==> images/wire_density.png <==
Drawn at 2 px/um. 29 x 29 tiles, from white (low) to dark blue (high), scaled to the fullest tile. Values are wire area over tile area, all layers added.
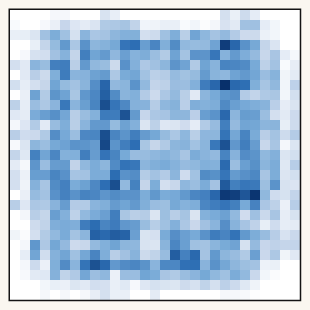
==> images/final_congestion.png <==
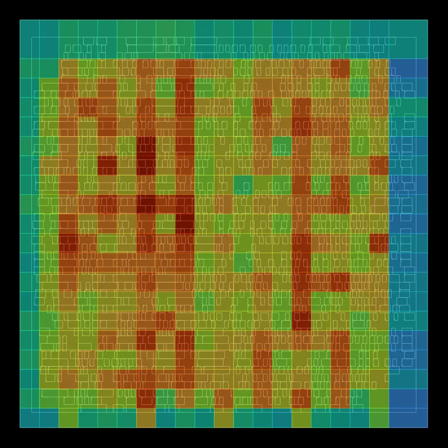
==> images/gate_families.png <==
Drawn at 4 px/um.
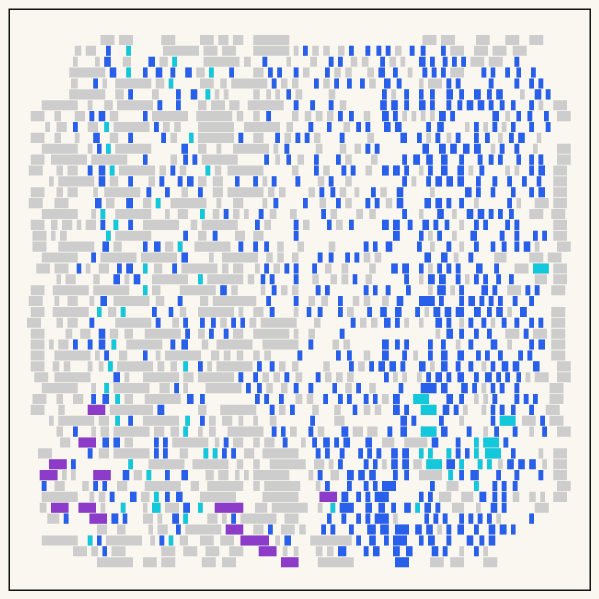
==> images/zoom.png <==
Region (57, 28) to (87, 58) um. Cells in gray, sequential cells in the stronger gray; small squares are vias.
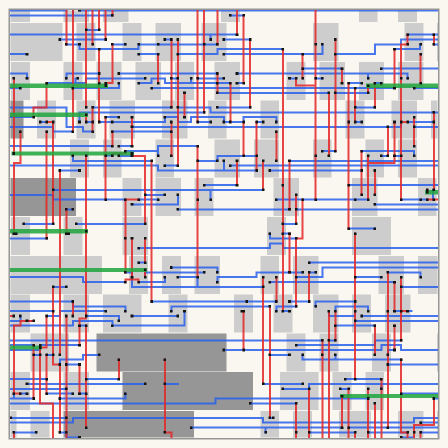
[src/rtl/wb_queue.sv]
// Write-back queue: accepts up to two register writes per cycle (mem stage first, ALU second),
// retires one per cycle onto the register file write port, and forwards the youngest pending
// value for two decode-stage read addresses.
module wb_queue #(
  parameter int unsigned DATA_W = 16,
  parameter int unsigned ADDR_W = 3,
  parameter int unsigned DEPTH  = 4
) (
  input  logic                       clk,
  input  logic                       rst,
  input  logic                       alu_valid,
  input  logic [ADDR_W-1:0]          alu_addr,
  input  logic [DATA_W-1:0]          alu_data,
  input  logic                       mem_valid,
  input  logic [ADDR_W-1:0]          mem_addr,
  input  logic [DATA_W-1:0]          mem_data,
  output logic                       stall,
  output logic                       rf_we,
  output logic [ADDR_W-1:0]          rf_waddr,
  output logic [DATA_W-1:0]          rf_wdata,
  input  logic [ADDR_W-1:0]          look_addr1,
  input  logic [ADDR_W-1:0]          look_addr2,
  output logic                       fwd_hit1,
  output logic                       fwd_hit2,
  output logic [DATA_W-1:0]          fwd_data1,
  output logic [DATA_W-1:0]          fwd_data2,
  output logic [$clog2(DEPTH+1)-1:0] count,
  output logic                       overflow
);

  localparam int unsigned PtrW = (DEPTH > 1) ? $clog2(DEPTH) : 1;
  localparam int unsigned CntW = $clog2(DEPTH + 1);
  localparam logic [CntW-1:0] StallThr = CntW'(DEPTH - 2);

  logic [ADDR_W-1:0] addr_q [DEPTH];
  logic [DATA_W-1:0] data_q [DEPTH];
  logic [PtrW-1:0]   head_q, head_d;
  logic [PtrW-1:0]   tail_q, tail_d;
  logic [CntW-1:0]   count_q, count_d;
  logic              overflow_q, overflow_d;

  logic              push_mem, push_alu, pop, drop;
  logic [PtrW-1:0]   mem_ptr, alu_ptr;

  // Pointer increment wrapping at DEPTH-1 (DEPTH need not be a power of two).
  function automatic logic [PtrW-1:0] ptr_inc(input logic [PtrW-1:0] p);
    if (int'(p) == int'(DEPTH) - 1) return '0;
    return p + PtrW'(1);
  endfunction

  // Pointer offset by i entries, modulo DEPTH.
  function automatic logic [PtrW-1:0] ptr_add(input logic [PtrW-1:0] p, input int i);
    int sum;
    sum = int'(p) + i;
    if (sum >= int'(DEPTH)) sum = sum - int'(DEPTH);
    return PtrW'(sum);
  endfunction

  assign stall = (count_q > StallThr);

  // Push/pop decisions and next-state for pointers, count and overflow.
  always_comb begin
    push_mem   = mem_valid & ~stall;
    push_alu   = alu_valid & ~stall;
    drop       = (mem_valid | alu_valid) & stall;
    pop        = (count_q != '0);
    // mem is the older instruction, so it takes the tail slot first.
    mem_ptr    = tail_q;
    alu_ptr    = push_mem ? ptr_inc(tail_q) : tail_q;
    tail_d     = tail_q;
    if (push_alu)      tail_d = ptr_inc(alu_ptr);
    else if (push_mem) tail_d = ptr_inc(mem_ptr);
    head_d     = pop ? ptr_inc(head_q) : head_q;
    count_d    = count_q + CntW'(push_mem) + CntW'(push_alu) - CntW'(pop);
    overflow_d = overflow_q | drop;
  end

  // Control state registers.
  always_ff @(posedge clk or posedge rst) begin
    if (rst) begin
      head_q     <= '0;
      tail_q     <= '0;
      count_q    <= '0;
      overflow_q <= 1'b0;
    end else begin
      head_q     <= head_d;
      tail_q     <= tail_d;
      count_q    <= count_d;
      overflow_q <= overflow_d;
    end
  end

  // Entry storage; cleared on reset so the write port reads zero afterwards.
  always_ff @(posedge clk or posedge rst) begin
    if (rst) begin
      for (int i = 0; i < int'(DEPTH); i++) begin
        addr_q[i] <= '0;
        data_q[i] <= '0;
      end
    end else begin
      if (push_mem) begin
        addr_q[mem_ptr] <= mem_addr;
        data_q[mem_ptr] <= mem_data;
      end
      if (push_alu) begin
        addr_q[alu_ptr] <= alu_addr;
        data_q[alu_ptr] <= alu_data;
      end
    end
  end

  // Write port is driven purely from stored state.
  assign rf_we    = (count_q != '0);
  assign rf_waddr = addr_q[head_q];
  assign rf_wdata = data_q[head_q];
  assign count    = count_q;
  assign overflow = overflow_q;

  // Forwarding: walk occupied entries oldest to youngest so the youngest match wins.
  always_comb begin
    fwd_hit1  = 1'b0;
    fwd_hit2  = 1'b0;
    fwd_data1 = '0;
    fwd_data2 = '0;
    for (int i = 0; i < int'(DEPTH); i++) begin
      if (i < int'(count_q)) begin
        if (addr_q[ptr_add(head_q, i)] == look_addr1) begin
          fwd_hit1  = 1'b1;
          fwd_data1 = data_q[ptr_add(head_q, i)];
        end
        if (addr_q[ptr_add(head_q, i)] == look_addr2) begin
          fwd_hit2  = 1'b1;
          fwd_data2 = data_q[ptr_add(head_q, i)];
        end
      end
    end
  end

endmodule

[config.mk]
export PLATFORM = sky130hd
export DESIGN_NAME = wb_queue
export DESIGN_NICKNAME = d
export VERILOG_FILES = /design/src/rtl/wb_queue.sv
export SDC_FILE = /design/constraint.sdc
export NUM_CORES = 1
export LEC_CHECK = 0
export ABC_AREA = 1
export CELL_PAD_IN_SITES_DETAIL_PLACEMENT = 1
export CELL_PAD_IN_SITES_GLOBAL_PLACEMENT = 1
export CORE_MARGIN = 4
export CORE_UTILIZATION = 42
export DETAILED_ROUTE_END_ITERATION = 10
export PLACE_DENSITY_LB_ADDON = 0.08
export SETUP_SLACK_MARGIN = 0.1
export SYNTH_ARGS = -nofsm -noshare
export SYNTH_HDL_FRONTEND = slang
export SYNTH_SLANG_ARGS = --single-unit
[constraint.sdc]
create_clock -name clk -period 5.04 [get_ports clk]
set_input_delay 0.756 -clock clk [delete_from_list [all_inputs] [get_ports clk]]
set_output_delay 0.756 -clock clk [all_outputs]
set_load 0.01 [all_outputs]
==> job_summary.md <==
### Metrics collected by this job

| Metric | Value |
|---|---|
| Final Instance Area | 9180 sq um |
| Status | finished clean |
| CP Data Arrival Time | about 3700 ps |
| DPL Wire Length | ~21 mm |
| Antenna Cells | 0 |
| CP required | approximately 4300 ps |
| Overflow after GRT | 0 |
| Period utilization | 0.882 |
| TNS Setup | 0 ps |
| Main logic family | simple AND/OR/NAND/NOR gates |
| ANT nets after route | 0 |
| Post-CTS Hold Buffers | 0 |
| Adder Area Share | 0.0242 |
| DRC viols | 0 |
| Crit-path slowest cell | buf_4 |
| Critical Path Sink Type | output port |
| Share of layout cells above drive strength 1 | 0.0439 |
| RSZ-0062 raised after global routing | false |
| Chip area | 21,000 sq um |
| CTS root buffer | clkbuf_16 |
| GR Layer Usage met3 | 0.0332 |
| Mapped Nets | 1,380 |
| Via density | 5.55 |
| Clk sinks | 84 |
| Cell family with most CP delay | buffers and inverters |
| # fillers | 2,517 |
| Mux area share | 0 |
| Slew Limit Fails | 0 |
| Gr busiest metal | met1 |
| Layout Skew | 8.31 ps |
| Post-synthesis register bit count | 84 |
| Number of max-cap violations | 0 |
About wire_density.png:
- nearly empty tiles: 8.6%
- fullest tile: 0.56
- tiles over half the peak: 29%
- mean over tiles: 0.21
Total GRT Usage: 0.271
final WL: 28.1 mm
via count: 8,853

About final_congestion.png:
GR Util met1: 0.437
fin util: 0.504

About gate_families.png:
- NOR gates: cyan (cells 61; where spread over the die)
- adder and majority cells: purple (cells 14; where south-west)
- NAND gates: blue (cells 663; where spread over the die)
Comb/total area: 0.520
final cell count without fillers: 1,595

About zoom.png:
- met1: blue
- met3: green
- met2: red
- most frequent: nand2_1 (33), o21ai_0 (19), inv_1 (6)
- netlist names of flops here include: `addr_q` (3), `data_q` (1)
- sequential cells in the window: 4
- cells with their middle in the window: 78

## path summary, 6_finish.rpt
kind | startpoint | end | slack [ps] | cells after the start
max | head_q[0]$_DFFE_PP0N_ | fwd_data2[15] | 600 | 12
min | overflow$_DFF_PP0_ | overflow$_DFF_PP0_ | 500 | 1
max reg2reg | count[2]$_DFF_PP0_ | data_q[3]$_DFF_PP0_ | 1540 | 11
min reg2reg | overflow$_DFF_PP0_ | overflow$_DFF_PP0_ | 500 | 1
max in group asynchronous | rst | head_q[0]$_DFFE_PP0N_ | 3150 | 3
min in group asynchronous | rst | mem_ptr[0]$_DFFE_PP0P_ | 820 | 2
